### Sequential cells coloured by netlist name

The bar under the picture is 20 um long. Other sequential cells in the stronger grey, the rest of the logic in the fainter grey.
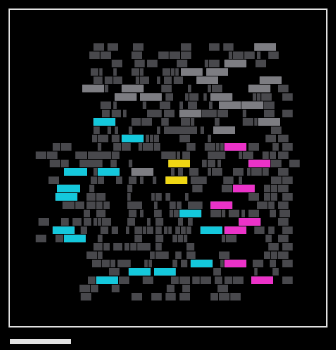
### The clock network

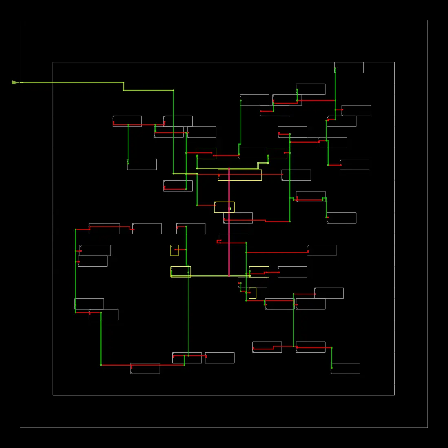
### Routed clock nets over the placement

The bar under the picture is 20 um long.
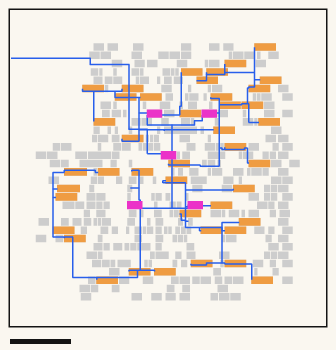
### Close-up of the layout

Window x 62 to 92, y 11 to 41 um. Cells in grey, sequential cells in the stronger grey; small squares are vias.
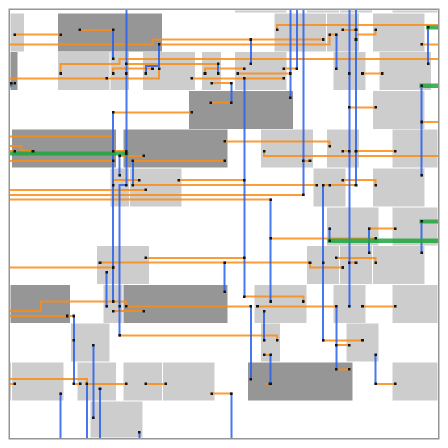
## src/rtl/ppudata_port_if.sv

```systemverilog
// CPU register / VRAM / palette bus for the PPUADDR-PPUDATA access engine.
// master = register decoder + storage side, slave = ppudata_port.
interface ppudata_port_if;
  logic [2:0] reg_sel;
  logic       cpu_wr;
  logic       cpu_rd;
  logic [7:0] cpu_data_in;
  logic       status_rd;
  logic       inc32;
  logic       mirroring;
  logic [7:0] cpu_data_out;
  logic       rd_valid;
  logic       busy;
  logic [9:0] vram_addr;
  logic       vram_page;
  logic [7:0] vram_data_out;
  logic [7:0] vram_data_in;
  logic       vram_wren;
  logic       vram_rden;
  logic [4:0] pal_addr;
  logic [7:0] pal_data_out;
  logic [7:0] pal_data_in;
  logic       pal_wren;
  logic       pal_rden;

  modport master (
    output reg_sel, cpu_wr, cpu_rd, cpu_data_in, status_rd, inc32, mirroring,
    output vram_data_in, pal_data_in,
    input  cpu_data_out, rd_valid, busy, vram_addr, vram_page, vram_data_out,
    input  vram_wren, vram_rden, pal_addr, pal_data_out, pal_wren, pal_rden
  );

  modport slave (
    input  reg_sel, cpu_wr, cpu_rd, cpu_data_in, status_rd, inc32, mirroring,
    input  vram_data_in, pal_data_in,
    output cpu_data_out, rd_valid, busy, vram_addr, vram_page, vram_data_out,
    output vram_wren, vram_rden, pal_addr, pal_data_out, pal_wren, pal_rden
  );
endinterface

```

## src/rtl/ppudata_port.sv

```systemverilog
// PPUADDR/PPUDATA access engine: VRAM pointer, write toggle, read buffer, increment.
// Optional PALETTE_READ_DIRECT_EN: palette reads bypass the read buffer.
module ppudata_port #(
  parameter logic [13:0] RESET_ADDR = 14'h0000,
  parameter logic [7:0]  READ_FILL  = 8'h00
) (
  input  logic           clk,
  input  logic           reset,
  ppudata_port_if.slave  bus
);

`ifdef PALETTE_READ_DIRECT_EN
  localparam bit DIRECT_PAL = 1'b1;
`else
  localparam bit DIRECT_PAL = 1'b0;
`endif

  typedef enum logic [1:0] {IDLE, WR, RD_REQ, RD_CAP} state_t;

  state_t      state, state_next;
  logic [13:0] v, v_next;
  logic        w, w_next;
  logic [7:0]  buffer;
  logic [7:0]  wdata;
  logic [7:0]  rd_data;
  logic        rd_valid;

  logic is_pal, is_nt, direct_pal;
  logic addr_wr, data_wr, data_rd;

  assign is_pal     = (v[13:8] == 6'h3F);
  assign is_nt      = v[13] && !is_pal;
  assign direct_pal = DIRECT_PAL && is_pal;

  assign addr_wr = bus.cpu_wr && (bus.reg_sel == 3'd6);
  assign data_wr = bus.cpu_wr && (bus.reg_sel == 3'd7);
  assign data_rd = bus.cpu_rd && !bus.cpu_wr && (bus.reg_sel == 3'd7);

  always_comb begin
    state_next = state;
    unique case (state)
      IDLE:    if (data_wr) state_next = WR;
               else if (data_rd) state_next = RD_REQ;
      WR:      state_next = IDLE;
      RD_REQ:  state_next = RD_CAP;
      RD_CAP:  state_next = IDLE;
      default: state_next = IDLE;
    endcase
  end

  // A PPUADDR write landing on the last access cycle takes priority over the increment.
  always_comb begin
    v_next = v;
    w_next = w;
    if ((state == WR) || (state == RD_CAP))
      v_next = v + (bus.inc32 ? 14'd32 : 14'd1);
    if (addr_wr) begin
      if (!w) v_next = {bus.cpu_data_in[5:0], v[7:0]};
      else    v_next = {v[13:8], bus.cpu_data_in};
      w_next = !w;
    end
    if (bus.status_rd)
      w_next = 1'b0;
  end

  always_ff @(posedge clk) begin
    if (reset) begin
      state    <= IDLE;
      v        <= RESET_ADDR;
      w        <= 1'b0;
      buffer   <= '0;
      wdata    <= '0;
      rd_data  <= '0;
      rd_valid <= 1'b0;
    end else begin
      state    <= state_next;
      v        <= v_next;
      w        <= w_next;
      rd_valid <= 1'b0;
      if ((state == IDLE) && data_wr)
        wdata <= bus.cpu_data_in;
      if ((state == IDLE) && data_rd && !data_wr && !direct_pal) begin
        rd_data  <= buffer;
        rd_valid <= 1'b1;
      end
      if (state == RD_CAP) begin
        if (direct_pal) begin
          rd_data  <= bus.pal_data_in;
          buffer   <= bus.vram_data_in;
          rd_valid <= 1'b1;
        end else if (is_nt) begin
          buffer <= bus.vram_data_in;
        end else if (is_pal) begin
          buffer <= bus.pal_data_in;
        end else begin
          buffer <= READ_FILL;
        end
      end
    end
  end

  assign bus.busy         = (state != IDLE);
  assign bus.cpu_data_out = rd_data;
  assign bus.rd_valid     = rd_valid;

  assign bus.vram_wren = (state == WR) && is_nt;
  assign bus.pal_wren  = (state == WR) && is_pal;
  assign bus.vram_rden = (state == RD_REQ) && (is_nt || direct_pal);
  assign bus.pal_rden  = (state == RD_REQ) && is_pal;

  assign bus.vram_data_out = bus.vram_wren ? wdata : '0;
  assign bus.pal_data_out  = bus.pal_wren  ? wdata : '0;

  // Subtracting $1000 for the direct palette read leaves v[11:0] untouched,
  // so the nametable offset and page come straight from v in every case.
  assign bus.vram_addr = v[9:0];
  assign bus.vram_page = bus.mirroring ? v[11] : v[10];
  assign bus.pal_addr  = {v[4] & (v[1:0] != 2'b00), v[3:0]};

endmodule

```

## src/flat_wrapper.sv

```systemverilog
// flat-port wrapper written by rule: the top's interface ports become plain ports
module ppudata_port_flat 
#(
  parameter logic [13:0] RESET_ADDR = 14'h0000,
  parameter logic [7:0]  READ_FILL  = 8'h00
)
  (clk, reset, bus_reg_sel, bus_cpu_wr, bus_cpu_rd, bus_cpu_data_in, bus_status_rd, bus_inc32, bus_mirroring, bus_vram_data_in, bus_pal_data_in, bus_cpu_data_out, bus_rd_valid, bus_busy, bus_vram_addr, bus_vram_page, bus_vram_data_out, bus_vram_wren, bus_vram_rden, bus_pal_addr, bus_pal_data_out, bus_pal_wren, bus_pal_rden);
  ppudata_port_if bus_i ();
  input  logic clk;
  input  logic reset;
  input wire logic [$bits(bus_i.reg_sel)-1:0] bus_reg_sel;
  input wire logic [$bits(bus_i.cpu_wr)-1:0] bus_cpu_wr;
  input wire logic [$bits(bus_i.cpu_rd)-1:0] bus_cpu_rd;
  input wire logic [$bits(bus_i.cpu_data_in)-1:0] bus_cpu_data_in;
  input wire logic [$bits(bus_i.status_rd)-1:0] bus_status_rd;
  input wire logic [$bits(bus_i.inc32)-1:0] bus_inc32;
  input wire logic [$bits(bus_i.mirroring)-1:0] bus_mirroring;
  input wire logic [$bits(bus_i.vram_data_in)-1:0] bus_vram_data_in;
  input wire logic [$bits(bus_i.pal_data_in)-1:0] bus_pal_data_in;
  output wire logic [$bits(bus_i.cpu_data_out)-1:0] bus_cpu_data_out;
  output wire logic [$bits(bus_i.rd_valid)-1:0] bus_rd_valid;
  output wire logic [$bits(bus_i.busy)-1:0] bus_busy;
  output wire logic [$bits(bus_i.vram_addr)-1:0] bus_vram_addr;
  output wire logic [$bits(bus_i.vram_page)-1:0] bus_vram_page;
  output wire logic [$bits(bus_i.vram_data_out)-1:0] bus_vram_data_out;
  output wire logic [$bits(bus_i.vram_wren)-1:0] bus_vram_wren;
  output wire logic [$bits(bus_i.vram_rden)-1:0] bus_vram_rden;
  output wire logic [$bits(bus_i.pal_addr)-1:0] bus_pal_addr;
  output wire logic [$bits(bus_i.pal_data_out)-1:0] bus_pal_data_out;
  output wire logic [$bits(bus_i.pal_wren)-1:0] bus_pal_wren;
  output wire logic [$bits(bus_i.pal_rden)-1:0] bus_pal_rden;
  assign bus_i.reg_sel = bus_reg_sel;
  assign bus_i.cpu_wr = bus_cpu_wr;
  assign bus_i.cpu_rd = bus_cpu_rd;
  assign bus_i.cpu_data_in = bus_cpu_data_in;
  assign bus_i.status_rd = bus_status_rd;
  assign bus_i.inc32 = bus_inc32;
  assign bus_i.mirroring = bus_mirroring;
  assign bus_i.vram_data_in = bus_vram_data_in;
  assign bus_i.pal_data_in = bus_pal_data_in;
  assign bus_cpu_data_out = bus_i.cpu_data_out;
  assign bus_rd_valid = bus_i.rd_valid;
  assign bus_busy = bus_i.busy;
  assign bus_vram_addr = bus_i.vram_addr;
  assign bus_vram_page = bus_i.vram_page;
  assign bus_vram_data_out = bus_i.vram_data_out;
  assign bus_vram_wren = bus_i.vram_wren;
  assign bus_vram_rden = bus_i.vram_rden;
  assign bus_pal_addr = bus_i.pal_addr;
  assign bus_pal_data_out = bus_i.pal_data_out;
  assign bus_pal_wren = bus_i.pal_wren;
  assign bus_pal_rden = bus_i.pal_rden;
  ppudata_port #(.RESET_ADDR(RESET_ADDR), .READ_FILL(READ_FILL)) u_core (.clk(clk), .reset(reset), .bus(bus_i));
endmodule
```

## config.mk

```make
export PLATFORM = sky130hd
export DESIGN_NAME = ppudata_port_flat
export DESIGN_NICKNAME = d
export VERILOG_FILES = /design/src/rtl/ppudata_port_if.sv /design/src/rtl/ppudata_port.sv /design/src/flat_wrapper.sv
export SDC_FILE = /design/constraint.sdc
export NUM_CORES = 1
export LEC_CHECK = 0
export CORE_MARGIN = 8
export CORE_UTILIZATION = 30
export CTS_CLUSTER_DIAMETER = 50
export CTS_CLUSTER_SIZE = 8
export DETAILED_ROUTE_END_ITERATION = 8
export GPL_ROUTABILITY_DRIVEN = 0
export GPL_TIMING_DRIVEN = 0
export PLACE_DENSITY_LB_ADDON = 0.1
export SLEW_MARGIN = 20
export SYNTH_ARGS = -nofsm -noshare
export SYNTH_HDL_FRONTEND = slang
export SYNTH_SLANG_ARGS = --single-unit
export TNS_END_PERCENT = 30
```

## constraint.sdc

```tcl
create_clock -name clk -period 2.8 [get_ports clk]
set_input_delay 0.28 -clock clk [delete_from_list [all_inputs] [get_ports clk]]
set_output_delay 0.28 -clock clk [all_outputs]
set_load 0.01 [all_outputs]
```

==> reports/metrics.yaml <==
status: "complete, no violations"
hpwl_um: 5630
finClkSkew_ns: 0.00550
ys_top_cells_by_area: "dfxtp_1 (37%), mux2i_1 (7.0%), and2_1 (5.5%)"
post-cts-setup-buffer-count: 0
syn_inst: 263
vdd_ir_drop_max_uv: 177
cp_data_arrival_time_ns: 2.34
io_buffers: 79
place_ws_ns: 0.152
setup_viol: 0
n_fill_cell: 758
end_kind: "primary output"
cts_tree: "yes"
layout.nets: 385
drt_iter0_drc: 152
min_path_type: "register to register"
cts.htree.levels: 2
vias_per_cell: 4.97
yosysUniqueCellTypes: 48
num_antenna_cells: 0
fp_nets: 300
synth_flop_count: 42
wl_um: 7250
crit_type: "register to primary output"
dp_cells: 441
cts_max_path_buffers: 2
die_w_um: 103
yosysTopAreaCell: "dfxtp_1"
cp_data_required_time_ns: 2.52
crit_fanout: 10
grtUsageTotal_pct: 13.4
avgSynthCellArea_um2: 8.67
ff_type: "dfxtp_1"
slowest_delay_ns: 0.53
area_growth_pct: 45.3
-- 'Sequential cells coloured by netlist name' (at the start) --
Key: yellow = `u_core.state` [flops 2]; magenta = `u_core.wdata` [flops 8]; cyan = `u_core.v` [flops 14]
Util after Layout: 45.4%
register area: 843 um2
fraction of area in registers: 25.5%

-- 'The clock network' (at the start) --
Flop Count: 42
Num CTS Buffers: 5

-- 'Routed clock nets over the placement' (at the start) --
Key: orange = flip-flops [count 42]; blue = clock wires [length 633 um]; magenta = clock drivers [count 5]
There are 6 routed clock nets.

-- 'Close-up of the layout' (at the start) --
Key: blue = metal 2; orange = metal 1; green = metal 3
Netlist names of flops here include `u_core.wdata` (5), `u_core.v` (2). 44 logic cells have their middle in the window. Most frequent: clkdlybuf4s50_1 (16), and2_1 (8), dfxtp_1 (7). Sequential cells in the window: 7.

==> sequential cells by signal, summed over array words and instances, names as in the netlist <==
name                     count
u_core.buffer                8
u_core.bus.cpu_data_out      8
u_core.bus.rd_valid          1
u_core.state                 2
u_core.v                    14
u_core.w                     1
u_core.wdata                 8
==> through the flow <==
stage	power [mW]	cell area (um2)
after floorplan	0.683	2280
final	1.24	3310
after global placement	0.766	3190
after global routing	1.29	3310
after detailed placement	0.767	3190
after CTS	1.25	3310
==> what timing repair did <==
action                                  CTS  global route
gates resized                             1             3
endpoints found under the setup margin    9             9
gates cloned                              0             0
pin swaps                                 0             0
endpoints found under the hold margin     0             0
==> cell usage in the layout (no fill, tap or decap), drive strengths merged, types with 10 or more instances in the layout <==
| cell type | count |
|---|---|
| a311oi | 14 |
| and2 | 20 |
| buf | 19 |
| clkbuf | 17 |
| clkdlybuf4s50 | 79 |
| dfxtp | 42 |
| mux2i | 16 |
| nand2 | 20 |
| nor2 | 33 |
| o211ai | 10 |
==> power by group <==
group	internal (mW)	total [mW]	switching [mW]	leakage (nW)
registers	0.606	0.616	0.0106	0.340
clock network	0.263	0.489	0.226	0.0579
logic	0.0775	0.138	0.0604	0.806
==> per-layer routing <==
metal	vias up	wire length, um	global-route usage, %
met4	0	41	3.00
met1	1024	3540	18.6
met2	83	3090	20.0
met3	5	586	3.48
li1	1116	-	-
met5	-	0	0
==> cell type report <==
type	count	area [um2]	area share (%)
Inverter	4	15.0	0.453
Timing Repair Buffer	79	791	23.9
Clock inverter	3	40.0	1.21
Tap cell	99	124	3.74
Clock buffer	5	68.8	2.08
Buffer	31	175	5.29
Sequential cell	42	843	25.5
Multi-Input combinational cell	185	1250	37.9
==> worst max-delay path: cells and delay by family (launching register included) <==
kind,cells,cell delay [ns]
and+or+nand+nor,4,0.82
buffers and inverters,2,0.77
DFF,1,0.44
==> final timing paths <==
check | startpoint | endpoint | cells after the start | slack [ns]
min | u_core.bus.cpu_data_out[4] | u_core.bus.cpu_data_out[4] | 2 | 0.50
min reg2reg | u_core.bus.cpu_data_out[4] | u_core.bus.cpu_data_out[4] | 2 | 0.50
max | u_core.v[9] | bus_pal_data_out[4] | 6 | 0.18
max reg2reg | u_core.v[0] | u_core.v[12] | 5 | 0.96
==> logic make-up (layout without fill, tap and decap cells) <==
group | after synthesis | after routing | share of synthesized area [%]
multiplexers | 17 | 17 | 7.52
flip-flops | 42 | 42 | 36.9
buffers and inverters | 36 | 122 | 8.51
XOR/XNOR | 1 | 1 | 0.384
AND-OR/OR-AND | 52 | 52 | 17.3
AND/OR/NAND/NOR | 112 | 112 | 27.8
adder cells (fa/ha/maj) | 3 | 3 | 1.65
Power is estimated from default activity; no workload was simulated.
